**Run 1: the clock network**

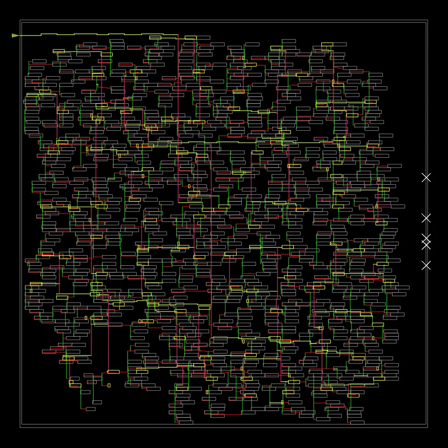
**Run 1: routed metal per tile**

Drawn at 1 px/um. The die is cut into 33 by 33 equal tiles; dark purple is low, yellow is high, scaled to the fullest tile. Values are wire area over tile area, all layers added.
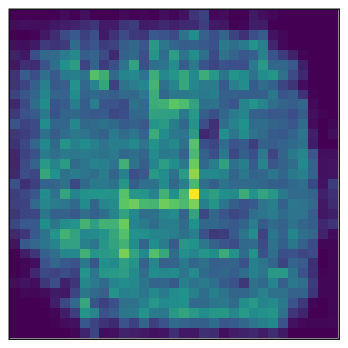
**Run 1: cell classes on the final placement**

Drawn at 1.5 px/um.
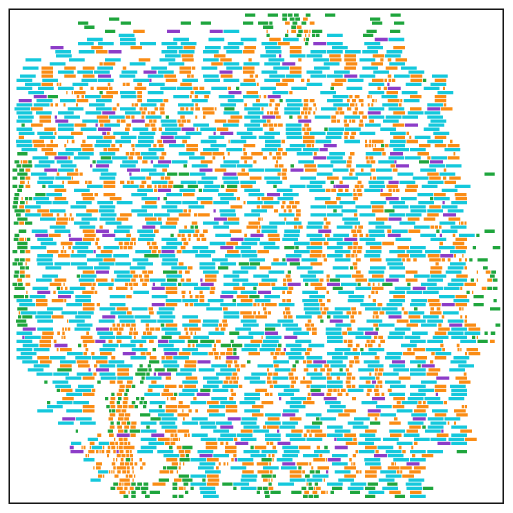
File: config.mk
export PLATFORM = sky130hd
export DESIGN_NAME = register_file_param
export DESIGN_NICKNAME = d
export VERILOG_FILES = /design/src/rtl/register_file_param.sv
export SDC_FILE = /design/constraint.sdc
export NUM_CORES = 1
export LEC_CHECK = 0
export CAP_MARGIN = 20
export CORE_MARGIN = 1
export CORE_UTILIZATION = 45
export CTS_CLUSTER_SIZE = 10
export DETAILED_ROUTE_END_ITERATION = 7
export PLACE_DENSITY = 0.59
export SLEW_MARGIN = 40
export SYNTH_ARGS = -nofsm -noshare
export SYNTH_HDL_FRONTEND = slang
export SYNTH_SLANG_ARGS = --single-unit
File: constraint.sdc
create_clock -name CLK -period 6.3 [get_ports CLK]
set_clock_uncertainty 0.15 [all_clocks]
set_input_delay 1.26 -clock CLK [delete_from_list [all_inputs] [get_ports CLK]]
set_output_delay 1.26 -clock CLK [all_outputs]
set_load 0.1 [all_outputs]
File: src/rtl/register_file_param.sv
// Two async-read / one-write register file with link-register destination and a
// post-reset zeroing sweep. Optional write-through forwarding under RF_BYPASS_EN.
module register_file_param #(
   parameter int DATA_W   = 32,
   parameter int ADDR_W   = 5,
   parameter int LINK_REG = 31
) (
   input  logic              CLK,
   input  logic              RST_n,
   input  logic              RegWre,
   input  logic [1:0]        RegDst,
   input  logic              DBDataSrc,
   input  logic [ADDR_W-1:0] rs,
   input  logic [ADDR_W-1:0] rt,
   input  logic [ADDR_W-1:0] rd,
   input  logic [DATA_W-1:0] dataFromALU,
   input  logic [DATA_W-1:0] dataFromRW,
   output logic [DATA_W-1:0] Data1,
   output logic [DATA_W-1:0] Data2,
   output logic              ready
);

   // state    | meaning
   // ST_CLEAR | sweeping zeros into registers 1..DEPTH-1, reads forced to 0, writes dropped
   // ST_RUN   | normal operation, writes committed
   typedef enum logic {ST_CLEAR, ST_RUN} state_t;

   localparam int DEPTH = 2**ADDR_W;
   localparam logic [ADDR_W-1:0] IDX_ONE  = {{(ADDR_W-1){1'b0}}, 1'b1};
   localparam logic [ADDR_W-1:0] IDX_LAST = ADDR_W'(DEPTH-1);
   localparam logic [ADDR_W-1:0] IDX_LINK = ADDR_W'(LINK_REG);

   state_t              state_q, state_d;
   logic [ADDR_W-1:0]   clr_idx_q, clr_idx_d;
   logic                ready_q, ready_d;

   // No reset on the array so it can map onto RAM; the sweep zeroes it instead.
   logic [DATA_W-1:0]   mem_q [DEPTH];

   logic [ADDR_W-1:0]   wr_idx;
   logic [DATA_W-1:0]   wr_data;
   logic                wr_commit;
   logic                mem_we;
   logic [ADDR_W-1:0]   mem_waddr;
   logic [DATA_W-1:0]   mem_wdata;
   logic [DATA_W-1:0]   rd1_val, rd2_val;

   always_comb begin
      wr_idx = rt;
      unique case (RegDst)
         2'b00:   wr_idx = rt;
         2'b01:   wr_idx = rd;
         2'b10:   wr_idx = IDX_LINK;
         default: wr_idx = rt;
      endcase
      wr_data   = DBDataSrc ? dataFromRW : dataFromALU;
      wr_commit = RST_n && (state_q == ST_RUN) && RegWre &&
                  (RegDst != 2'b11) && (wr_idx != '0);
   end

   always_comb begin
      state_d   = state_q;
      clr_idx_d = clr_idx_q;
      ready_d   = ready_q;
      mem_we    = 1'b0;
      mem_waddr = wr_idx;
      mem_wdata = wr_data;
      unique case (state_q)
         ST_CLEAR: begin
            mem_we    = RST_n;
            mem_waddr = clr_idx_q;
            mem_wdata = '0;
            clr_idx_d = clr_idx_q + IDX_ONE;
            if (clr_idx_q == IDX_LAST) begin
               state_d = ST_RUN;
               ready_d = 1'b1;
            end
         end
         ST_RUN: begin
            mem_we = wr_commit;
         end
         default: begin
            state_d = ST_CLEAR;
         end
      endcase
   end

   always_ff @(posedge CLK) begin
      if (!RST_n) begin
         state_q   <= ST_CLEAR;
         clr_idx_q <= IDX_ONE;
         ready_q   <= 1'b0;
      end else begin
         state_q   <= state_d;
         clr_idx_q <= clr_idx_d;
         ready_q   <= ready_d;
      end
   end

   always_ff @(posedge CLK) begin
      if (mem_we) begin
         mem_q[mem_waddr] <= mem_wdata;
      end
   end

   always_comb begin
      rd1_val = (rs == '0) ? '0 : mem_q[rs];
      rd2_val = (rt == '0) ? '0 : mem_q[rt];
`ifdef RF_BYPASS_EN
      if (wr_commit && (rs == wr_idx)) rd1_val = wr_data;
      if (wr_commit && (rt == wr_idx)) rd2_val = wr_data;
`endif
      Data1 = (state_q == ST_CLEAR) ? '0 : rd1_val;
      Data2 = (state_q == ST_CLEAR) ? '0 : rd2_val;
   end

   assign ready = ready_q;

endmodule

==> flow_summary.json, run 1 <==
{
  "syn_area_um2": 47900,
  "max-slew-margin-rel": 0.364,
  "signal_buffers": 318,
  "combAreaFraction": 0.290,
  "top_logic_kind": "multiplexers",
  "syn_avg_cell_area_um2": 18.4,
  "min_delay_worst_endpoint": "ready",
  "multi_input_comb_cells": 1353,
  "drc": 20,
  "ant_nets": 0,
  "path_cells": "clkdlybuf4s50_1 > and4_2 > buf_12 > a22o_1 > a31oi_1 > nand4_1 > buf_4",
  "grt_max_degree": 85,
  "nClkBuffers": 141,
  "failed_checks": "design-rule violations",
  "r2r_cells": 6,
  "crit_path_end": "Data2[21]",
  "cp_data_required_time_ns": 4.89,
  "yosysWarnings": 0,
  "synthCells": 2601,
  "clock-sinks": 1031,
  "cts-resized-gates": 0,
  "synth_async_sr_flop_share": 0,
  "grt_pass1_vias": 29954,
  "compound_area_frac": 0.0529,
  "yosys_most_used_dff": "edfxtp_1",
  "ys_chip_area_um2": 47900,
  "grt-ovfl-total": 0,
  "diodes": 1,
  "hp-class": "flip-flop to flip-flop",
  "hold_path.startpoint": "ready",
  "crit_arrival_ns": 4.08,
  "status": "finished, violations left",
  "reg2reg_slack_ns": 2.02,
  "die_h_um": 328,
  "fin_ws_ns": 0.806,
  "grt_pass1_wl_um": 215000,
  "p_leak_nw": 18.6,
  "drt_iter0_drc": 3473,
  "fmax_mhz": 182,
  "cap_violations": 0,
  "ys.flops": 1031
}
About 'the clock network':
flop count: 1031
clk pwr: 5.96 mW

About 'routed metal per tile':
tiles over half the peak	13%
mean over tiles	0.23
emptiest ninth of the die	top right
densest ninth of the die	middle
nearly empty tiles	11%
wire length per cell: 35.5 um
gr usage total: 0.283
vias: 28676
Post-Route WL: 151000 um

About 'cell classes on the final placement':
class	colour	cells	share of their area
clock drivers and dummy loads	purple	157	5.9%
combinational and other logic	orange	1358	30%
remaining buffers and delay cells	green	318	7.3%
sequential cells	cyan	1031	57%
final core occ: 0.532
Design Area, Final: 56100 um2
Site Rows: 119

## run 1: layer usage
metal	vias up	part of all wire	track usage
met2	1435	0.49	0.459
met4	0	0.043	0.120
met5	-	0	0
li1	11572	-	-
met1	15357	0.39	0.376
met3	312	0.079	0.0502
## run 1: power breakdown
group / internal [mW] / switching, mW
Combinational: 0.441 / 0.518
Clock: 3.35 / 2.62
Sequential: 7.50 / 0.0268
## run 1: per-stage QoR
| stage | util | hold slack [ns] | power, mW | instances | area [um2] |
|---|---|---|---|---|---|
| global route | 0.532 | 0.373 | 14.8 | 4255 | 56100 |
| finish | 0.532 | 0.328 | 14.5 | 4256 | 56100 |
| global placement | 0.500 | 0.326 | 8.61 | 4091 | 52700 |
| detailed placement | 0.501 | 0.330 | 8.63 | 4094 | 52800 |
| floorplan | - | 0.395 | 8.29 | 2601 | 47900 |
| CTS | 0.531 | 0.345 | 14.5 | 4251 | 56000 |
## run 1: cells in the mapped netlist, drive strengths merged (5+ instances only)
library cell,n
edfxtp,1024
mux4,383
mux2i,292
a22oi,223
buf,123
clkbuf,89
nor2,69
nand3,67
nand4,63
nand2,38
a21oi,36
and3,34
a22o,33
a31oi,33
nor3,19
nor2b,13
dfxtp,7
a32oi,6
ha,5
inv,5
## run 1: registers in the layout, summed over array words and instances (netlist names)
register	cells
state_q	1
clr_idx_q	5
ready	1
mem_q	1024
## run 1: cell usage in the layout, fill, tap and decap left out, types with 18 or more instances in the layout
cell type	n
mux4_2	383
nor2_4	29
nor2_1	40
buf_12	101
clkdlybuf4s50_1	79
edfxtp_1	1024
nand2_1	38
nand4_1	63
and3_1	34
a21oi_1	35
buf_4	127
nor3_2	18
mux2i_1	292
clkbuf_1	23
nand3_1	67
clkbuf_16	118
a22oi_1	223
a22o_1	33
a31oi_1	33
## Run 2: what changed since run 1
SLEW_MARGIN = 20   (was 40)
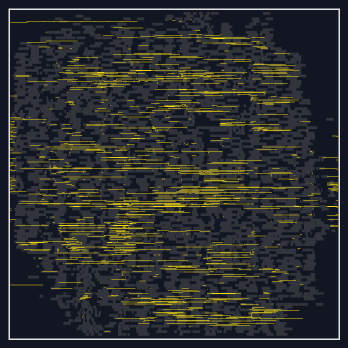
**Above:** run 2 (met3 routing).
Drawn at 1 px/um.
longest straight run	159 um
nets with wire on the layer	325
Post-Route WL: 151000 um
vias: 28592
global routing usage on met3: 0.0545

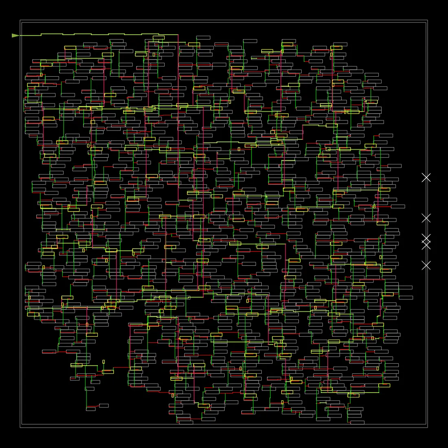
**Above:** run 2 (the clock network).
clkbuf count: 143
clk pwr: 5.92 mW
Num CTS Buffers: 116
Latency at later pin: 0.69 ns

==> run 2 against run 1 <==
The flow still finishes with violations (design-rule violations). Routed wire length about the same. Hold slack better by 0.028 ns. First-iteration DRC count up 0.26%. Sequential power about the same. Flip-flop count unchanged. Non-clock buffer count down 6. Clock power down 0.7%. Register-to-register slack worse by 0.36 ns. Die size unchanged. Critical path type unchanged. Critical endpoint is now Data2[5]. Largest cell class unchanged. Largest power group unchanged.
==> flow_summary.json, run 2 <==
{
  "largest_reg_flops": 1024,
  "min_delay_worst_endpoint": "ready",
  "yosysWarnings": 0,
  "status": "finished, violations left",
  "diodes": 0,
  "r2r_cells": 6,
  "crit_arrival_ns": 4.09,
  "grt_pass1_vias": 29806,
  "final_common_cell": "edfxtp_1",
  "grt_max_degree": 85,
  "slowest_delay_ns": 0.74,
  "grt-ovfl-total": 0,
  "top_cells_by_count": "1024 x edfxtp_1, 383 x mux4_2, 292 x mux2i_1",
  "p_switching_mw": 3.13,
  "ys_cells": 2601,
  "rows": 119,
  "synthCells": 2601,
  "cp-start-kind": "input port",
  "max-slew-margin-rel": 0.305,
  "yosys_most_used_dff": "edfxtp_1",
  "logic_area_um2": 16300,
  "drt_iter0_drc": 3482,
  "ant_nets": 0,
  "total_power_mw": 14.4,
  "p_seq_mw": 7.53,
  "p_sw_frac": 0.217,
  "grt_pass1_wl_um": 215000,
  "internal-power_mw": 11.3,
  "finalSetupViolCount": 0,
  "fmax_mhz": 182,
  "vdd_drop_max_uv": 217,
  "ys.flops": 1031,
  "path_cells": "clkdlybuf4s50_1 > nor2_4 > buf_4 > a22oi_1 > a31oi_1 > nand4_1 > buf_12",
  "cp_data_required_time_ns": 4.89,
  "drc": 10,
  "synth_async_sr_flop_share": 0,
  "failed_checks": "design-rule violations",
  "powerComb_uw": 956,
  "reg_top3": "mem_q: 1024 flops, clr_idx_q: 5 flops",
  "pwr-share-seq": 0.523,
  "top_register": "mem_q",
  "hp-class": "flip-flop to flip-flop",
  "reg2reg_slack_ns": 1.66,
  "most_common_cell": "edfxtp_1",
  "mostFrequentLayoutCells": "1024 x edfxtp_1, 383 x mux4_2, 292 x mux2i_1",
  "top_power_group": "sequential cells",
  "cap_violations": 0,
  "syn_avg_cell_area_um2": 18.4,
  "p_leak_nw": 18.5,
  "clkPwrFrac": 0.411,
  "syn_area_um2": 47900,
  "hold_path.startpoint": "ready",
  "cts-resized-gates": 0,
  "ys_chip_area_um2": 47900,
  "clock-sinks": 1031,
  "die_h_um": 328,
  "antenna_found_initial": 0,
  "power_frac_comb": 0.066
}
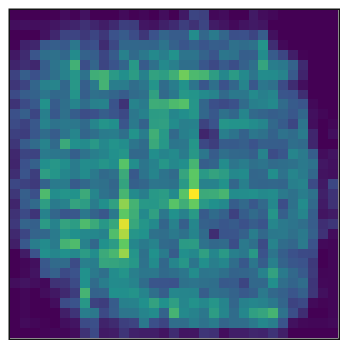
**Above:** run 2 (routed metal per tile).
Drawn at 1 px/um. The die is cut into 33 by 33 equal tiles; dark purple is low, yellow is high, scaled to the fullest tile. Values are wire area over tile area, all layers added.
fullest tile	0.74
emptiest ninth of the die	top right
nearly empty tiles	11%
densest ninth of the die	middle
mean over tiles	0.23
gr usage total: 0.283
wire length per cell: 35.5 um

-- run 2: netlist changes by cell type in the layout (fill, tap and decap cells not counted), sizes merged --
cell / change
clkbuf: +1
buf: -6
inv: -1
clkdlybuf4s50: +1
diode: -1
-- run 2: worst max-delay path by stage --
stage | start | to
final | rt[3] | Data2[5]
after floorplan | RegDst[0] | mem_q[16][0]
after detailed placement | rt[3] | Data2[21]
after CTS | rt[3] | Data2[21]
after global placement | rt[3] | Data2[20]
after global routing | rt[3] | Data2[21]
-- run 2: layout make-up --
type | count | area share
timing repair buffer | 312 | 0.0683
clock buffer | 143 | 0.0547
clock inverter | 15 | 0.00161
tap | 1391 | 0.0312
inverter | 5 | 0.000336
multi-input combinational | 1353 | 0.291
sequential | 1031 | 0.553
-- run 2: stage by stage --
stage                     hold slack (ns)  instance area, um2  cells  setup WS [ns]   util
after floorplan                     0.395               47900   2601          0.865      -
after global placement              0.326               52700   4091          0.856  0.500
after detailed placement            0.325               52700   4091          0.812  0.500
after CTS                           0.355               55800   4249          0.814  0.530
after global routing                0.400               55900   4250          0.747  0.530
final                               0.355               55900   4250          0.799  0.530
-- run 2: logic make-up after synthesis --
kind of cell,Yosys count,synth area share
buffers and inverters,217,0.0245
multiplexers,675,0.241
adder cells (fa/ha/maj),5,0.00131
flip-flops,1031,0.644
AND-OR/OR-AND,347,0.0529
AND/OR/NAND/NOR,323,0.0355
XOR/XNOR,3,0.000548
-- run 2: critical path, delay by kind of cell --
family / cells / cell delay, ns
simple gates: 2 / 0.96
buf+inv: 3 / 1.33
compound gates: 2 / 0.51
-- run 2: metal layers --
layer	vias to the layer above	part of all wire	wire length, um	global-route usage
li1	11538	-	-	-
met1	15194	0.39	58400	0.376
met2	1536	0.49	73800	0.462
met3	324	0.084	12700	0.0545
met4	0	0.040	6080	0.106
met5	-	0	0	0
Power figures rest on the tool's default switching activity, not on a simulated workload.
